==> src/rtl/ex_operand_stage_pkg.sv <==
// ============================================================================
// Module      : ex_operand_stage_pkg
// Description : Shared control encodings for the EX operand stage: ALU
//               opcodes, forwarding select codes and forwarding helpers.
// Revision    : 1.0 - initial release
// ============================================================================
`default_nettype none

package ex_operand_stage_pkg;

    localparam int c_data_w = 32;
    localparam int c_reg_w  = 5;

    localparam logic [2:0] c_alu_add = 3'd0;
    localparam logic [2:0] c_alu_sub = 3'd1;
    localparam logic [2:0] c_alu_and = 3'd2;
    localparam logic [2:0] c_alu_or  = 3'd3;
    localparam logic [2:0] c_alu_xor = 3'd4;
    localparam logic [2:0] c_alu_sll = 3'd5;
    localparam logic [2:0] c_alu_srl = 3'd6;
    localparam logic [2:0] c_alu_slt = 3'd7;

    localparam logic [1:0] c_fwd_reg   = 2'd0;
    localparam logic [1:0] c_fwd_exmem = 2'd1;
    localparam logic [1:0] c_fwd_memwb = 2'd2;

    // EX/MEM is the younger result, so it takes precedence over MEM/WB.
    function automatic logic [1:0] fwd_select(
        input logic [c_reg_w-1:0] src,
        input logic               exmem_we,
        input logic [c_reg_w-1:0] exmem_rd,
        input logic               memwb_we,
        input logic [c_reg_w-1:0] memwb_rd
    );
        logic [1:0] sel;
        sel = c_fwd_reg;
        if (exmem_we && (exmem_rd != '0) && (exmem_rd == src))
            sel = c_fwd_exmem;
        else if (memwb_we && (memwb_rd != '0) && (memwb_rd == src))
            sel = c_fwd_memwb;
        return sel;
    endfunction

    function automatic logic [c_data_w-1:0] fwd_mux(
        input logic [1:0]          sel,
        input logic [c_data_w-1:0] reg_val,
        input logic [c_data_w-1:0] exmem_val,
        input logic [c_data_w-1:0] memwb_val
    );
        logic [c_data_w-1:0] val;
        case (sel)
            c_fwd_exmem: val = exmem_val;
            c_fwd_memwb: val = memwb_val;
            default:     val = reg_val;
        endcase
        return val;
    endfunction

endpackage

`default_nettype wire

==> src/rtl/ex_operand_stage_fwd_unit.sv <==
// ============================================================================
// Module      : fwd_unit
// Description : Combinational forwarding-select generation for ALU operands
//               A (rs) and B (rt) from the EX/MEM and MEM/WB write ports.
// Revision    : 1.0 - initial release
// ============================================================================
`default_nettype none

module fwd_unit
    import ex_operand_stage_pkg::*;
(
    input  logic [4:0] i_rs,
    input  logic [4:0] i_rt,
    input  logic       i_exmem_we,
    input  logic [4:0] i_exmem_rd,
    input  logic       i_memwb_we,
    input  logic [4:0] i_memwb_rd,
    output logic [1:0] o_sel_a,
    output logic [1:0] o_sel_b
);

    always_comb begin
        o_sel_a = fwd_select(i_rs, i_exmem_we, i_exmem_rd, i_memwb_we, i_memwb_rd);
        o_sel_b = fwd_select(i_rt, i_exmem_we, i_exmem_rd, i_memwb_we, i_memwb_rd);
    end

endmodule

`default_nettype wire

==> src/rtl/ex_operand_stage.sv <==
// ============================================================================
// Module      : ex_operand_stage
// Description : ID/EX pipeline register with operand forwarding and load-use
//               hazard stall. Define FWD_EN to enable forwarding; otherwise
//               any pending write to a source register stalls ID.
// Revision    : 1.0 - initial release
// ============================================================================
`default_nettype none

module ex_operand_stage (
    input  logic        clk,
    input  logic        rst_n,
    input  logic        flush,
    input  logic        hold,
    input  logic        id_valid,
    input  logic [31:0] id_busA,
    input  logic [31:0] id_busB,
    input  logic [31:0] id_imm32,
    input  logic        id_ALUSrc,
    input  logic [2:0]  id_ALUop,
    input  logic [4:0]  id_shamt,
    input  logic [4:0]  id_rs,
    input  logic [4:0]  id_rt,
    input  logic [4:0]  id_rd,
    input  logic        id_RegWrite,
    input  logic        id_MemRead,
    input  logic        id_MemWrite,
    input  logic        id_MemtoReg,
    input  logic        exmem_RegWrite,
    input  logic [4:0]  exmem_rd,
    input  logic [31:0] exmem_ALUout,
    input  logic        memwb_RegWrite,
    input  logic [4:0]  memwb_rd,
    input  logic [31:0] memwb_wdata,
    output logic        stall,
    output logic [31:0] busA,
    output logic [31:0] busB,
    output logic [2:0]  ALUop,
    output logic [4:0]  s,
    output logic        ex_valid,
    output logic [4:0]  ex_rd,
    output logic        ex_RegWrite,
    output logic        ex_MemRead,
    output logic        ex_MemWrite,
    output logic        ex_MemtoReg,
    output logic [31:0] ex_storedata
);

    import ex_operand_stage_pkg::*;

    logic        r_valid, r_alusrc, r_regwrite, r_memread, r_memwrite, r_memtoreg;
    logic [31:0] r_busA, r_busB, r_imm32;
    logic [2:0]  r_aluop;
    logic [4:0]  r_shamt, r_rs, r_rt, r_rd;

    logic [1:0]  w_sel_a, w_sel_b;
    logic [31:0] w_fwd_a, w_fwd_b;
    logic        w_hazard;

    fwd_unit u_fwd_unit (
        .i_rs       (r_rs),
        .i_rt       (r_rt),
        .i_exmem_we (exmem_RegWrite),
        .i_exmem_rd (exmem_rd),
        .i_memwb_we (memwb_RegWrite),
        .i_memwb_rd (memwb_rd),
        .o_sel_a    (w_sel_a),
        .o_sel_b    (w_sel_b)
    );

`ifdef FWD_EN
    assign w_fwd_a = fwd_mux(w_sel_a, r_busA, exmem_ALUout, memwb_wdata);
    assign w_fwd_b = fwd_mux(w_sel_b, r_busB, exmem_ALUout, memwb_wdata);

    // Only a load in EX cannot be covered by forwarding.
    assign w_hazard = r_valid && r_memread && (r_rd != 5'd0) && id_valid &&
                      ((r_rd == id_rs) || (r_rd == id_rt));
`else
    logic w_unused_fwd;
    logic w_ex_hit, w_mem_hit;

    assign w_fwd_a      = r_busA;
    assign w_fwd_b      = r_busB;
    assign w_unused_fwd = ^{w_sel_a, w_sel_b, exmem_ALUout, memwb_wdata};

    // Without forwarding, wait until the producer has left EX/MEM.
    assign w_ex_hit  = r_valid && r_regwrite &&
                       (((id_rs != 5'd0) && (id_rs == r_rd)) ||
                        ((id_rt != 5'd0) && (id_rt == r_rd)));
    assign w_mem_hit = exmem_RegWrite &&
                       (((id_rs != 5'd0) && (id_rs == exmem_rd)) ||
                        ((id_rt != 5'd0) && (id_rt == exmem_rd)));
    assign w_hazard  = id_valid && (w_ex_hit || w_mem_hit);
`endif

    assign stall        = w_hazard && !flush && !hold;
    assign busA         = w_fwd_a;
    assign busB         = r_alusrc ? r_imm32 : w_fwd_b;
    assign ex_storedata = w_fwd_b;
    assign ALUop        = r_aluop;
    assign s            = r_shamt;
    assign ex_valid     = r_valid;
    assign ex_rd        = r_rd;
    assign ex_RegWrite  = r_regwrite;
    assign ex_MemRead   = r_memread;
    assign ex_MemWrite  = r_memwrite;
    assign ex_MemtoReg  = r_memtoreg;

    always_ff @(posedge clk or negedge rst_n) begin
        if (!rst_n) begin
            r_valid    <= 1'b0;
            r_regwrite <= 1'b0;
            r_memread  <= 1'b0;
            r_memwrite <= 1'b0;
            r_memtoreg <= 1'b0;
            r_alusrc   <= 1'b0;
            r_busA     <= '0;
            r_busB     <= '0;
            r_imm32    <= '0;
            r_aluop    <= '0;
            r_shamt    <= '0;
            r_rs       <= '0;
            r_rt       <= '0;
            r_rd       <= '0;
        end else if (flush || (!hold && w_hazard)) begin
            // Bubble: data fields are left as they were.
            r_valid    <= 1'b0;
            r_regwrite <= 1'b0;
            r_memread  <= 1'b0;
            r_memwrite <= 1'b0;
            r_memtoreg <= 1'b0;
        end else if (!hold) begin
            r_valid    <= id_valid;
            r_regwrite <= id_RegWrite;
            r_memread  <= id_MemRead;
            r_memwrite <= id_MemWrite;
            r_memtoreg <= id_MemtoReg;
            r_alusrc   <= id_ALUSrc;
            r_busA     <= id_busA;
            r_busB     <= id_busB;
            r_imm32    <= id_imm32;
            r_aluop    <= id_ALUop;
            r_shamt    <= id_shamt;
            r_rs       <= id_rs;
            r_rt       <= id_rt;
            r_rd       <= id_rd;
        end
    end

endmodule

`default_nettype wire
==> config.mk <==
export PLATFORM = sky130hd
export DESIGN_NAME = ex_operand_stage
export DESIGN_NICKNAME = d
export VERILOG_FILES = /design/src/rtl/ex_operand_stage_pkg.sv /design/src/rtl/ex_operand_stage_fwd_unit.sv /design/src/rtl/ex_operand_stage.sv
export SDC_FILE = /design/constraint.sdc
export NUM_CORES = 1
export LEC_CHECK = 0
export ABC_CLOCK_PERIOD_IN_PS = 3500
export CAP_MARGIN = 20
export CORE_ASPECT_RATIO = 0.75
export CORE_MARGIN = 10
export CORE_UTILIZATION = 40
export DETAILED_ROUTE_END_ITERATION = 12
export HOLD_SLACK_MARGIN = 0.06
export PLACE_DENSITY = 0.91
export SLEW_MARGIN = 20
export SYNTH_ARGS = -nofsm -noshare
export SYNTH_HDL_FRONTEND = slang
export SYNTH_SLANG_ARGS = --single-unit
==> constraint.sdc <==
create_clock -name clk -period 3.5 [get_ports clk]
set_input_delay 0.7 -clock clk [delete_from_list [all_inputs] [get_ports clk]]
set_output_delay 0.7 -clock clk [all_outputs]
set_load 0.02 [all_outputs]
==> images/placement.png <==
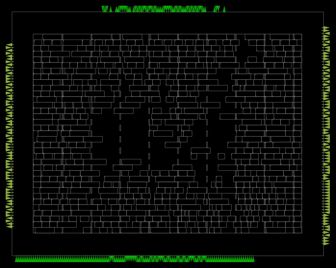
well tap count: 166
core box area: 12200 µm²
Seq/total area: 34.8%
non-filler instance count after layout: 767

==> images/placement_by_type.png <==
(2 px per µm)
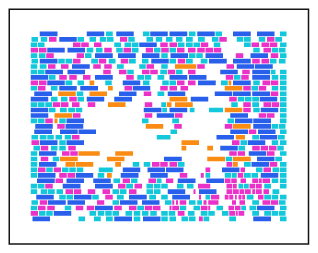
Magenta stands for combinational and other logic, cells 191. Cyan stands for other buffers and delay cells, cells 263. Blue stands for flops, cells 115. Orange stands for clock drivers and dummy loads, cells 31.
Finished Core Util: 67.8%
cell area after layout: 8280 µm²
row cnt: 35

==> images/clk_routes.png <==
(2 px per µm)
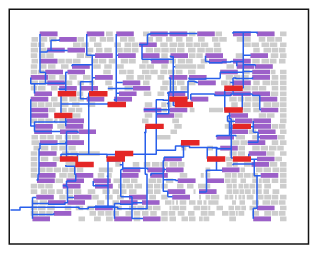
Purple stands for flip-flops, count 115. Red stands for clock drivers, count 17. Blue stands for clock wires, length 1480 µm.
There are 18 routed clock nets. Position of the flops: widely spread.

==> flow_summary.json <==
{
  "status": "completed",
  "worst_pin_slew_ns": 0.753,
  "antenna_found_initial": 1,
  "finalHoldViolCount": 0,
  "cts-root-buf": "clkbuf_16",
  "crit_required_ns": 2.80,
  "p_leak_nw": 3.39,
  "critPathBufInv": 2,
  "track_usage_pct": 17.7,
  "cpLargestDelayFamily": "buffers and inverters",
  "overflow": 0,
  "ys_sh_adder_pct": 0,
  "worst_slack_ns": 0.184,
  "ys_sh_simple_pct": 2.18,
  "fp.dieW_um": 149,
  "ys_area_um2": 4980,
  "gpl.final_weighted_congestion": 0.939,
  "initCoreUtil_pct": 40.8,
  "critPathCaptureType": "primary output",
  "ys_top_cells_by_area": "dfrtp_1, mux2_1, mux2_2",
  "grt_max_degree": 59,
  "synth_top_area_share_pct": 57.8,
  "aoi_share_pct": 0.753,
  "path_max_fanout": 3,
  "ff2ff_path_depth": 8,
  "vias": 3703,
  "fp.dieH_um": 117,
  "cts-htree-levels": 4,
  "setup_viol": 0,
  "grtUsageMet3_pct": 8.87,
  "area_growth_pct": 66.1
}
## path summary, 6_finish.rpt
kind | start | end | slack [ns]
worst min-delay path | rst_n | ex_storedata[5] | 0.36
worst max-delay path | id_rt[1] | stall | 0.18
max in group asynchronous | rst_n | ex_storedata[26] | 2.32
worst min register to register | r_imm32[0] | r_imm32[0] | 0.49
min in group clk | r_imm32[0] | r_imm32[0] | 0.49
worst max register to register | ex_rd[1] | r_imm32[8] | 1.09
## metrics by stage
stage / hold WS (ns) / TNS [ns] / instance area [µm²] / power (mW) / std cells
after floorplan: 0.404 / 0 / 4980 / 2.27 / 323
after global placement: 0.468 / 0 / 7690 / 3.00 / 735
after detailed placement: 0.479 / -0.0565 / 7690 / 3.04 / 735
after CTS: 0.386 / 0 / 8280 / 4.75 / 766
after global routing: 0.415 / 0 / 8280 / 4.89 / 767
final: 0.360 / 0 / 8280 / 4.69 / 767
## power by group
group	internal [mW]	switching, mW
combinational	0.733	0.614
clock	1.08	0.604
sequential	1.53	0.129
total	3.34	1.35
## logic make-up (layout without fill, tap and decap cells)
family,after synthesis,after routing
other cells,0,1
compound gates,4,4
xor+xnor,20,20
simple gates,21,21
mux,146,146
buf+inv,17,294
flops,115,115
## worst register-to-register path, delay by kind of cell, from the launching register on
family | cells | cell delay, ns
AND-OR/OR-AND | 1 | 0.18
buffers and inverters | 2 | 0.55
multiplexers | 1 | 0.39
XOR/XNOR | 1 | 0.19
AND/OR/NAND/NOR | 3 | 0.56
flip-flops | 1 | 0.43
## cells in the mapped netlist
| master | n |
|---|---|
| dfrtp_1 | 115 |
| mux2_1 | 110 |
| mux2_2 | 32 |
| xnor2_1 | 12 |
| buf_6 | 10 |
| nor2_1 | 8 |
| xor2_1 | 8 |
| nand3_1 | 5 |
| clkbuf_1 | 4 |
| mux2i_1 | 4 |
| nor4_1 | 4 |
| a21oi_1 | 2 |
| or4_1 | 2 |
| buf_1 | 1 |
| buf_2 | 1 |
| buf_4 | 1 |
| nand3b_1 | 1 |
| nor2b_1 | 1 |
| o2111ai_2 | 1 |
| o211ai_2 | 1 |
## per-layer routing
metal,wire length [µm],vias up
li1,-,1681
met1,5780,1835
met2,7940,177
met3,1650,10
met4,126,0
met5,0,-
## layout make-up
type	count	share of cell area (%)
clock buffer	19	5.47
timing repair buffer	263	31.8
sequential	115	34.8
antenna	1	0.0302
clock inverter	12	1.60
multi-input combinational	191	23.8
tap	166	2.51
## sequential cells by signal (all words and copies together) (netlist names)
register	count
ex_valid	1
ex_MemtoReg	1
r_imm32	32
ex_MemWrite	1
s	5
busA	32
ex_RegWrite	1
ex_rd	5
r_alusrc	1
ex_storedata	32
ALUop	3
ex_MemRead	1
Power and IR drop assume default switching activity.
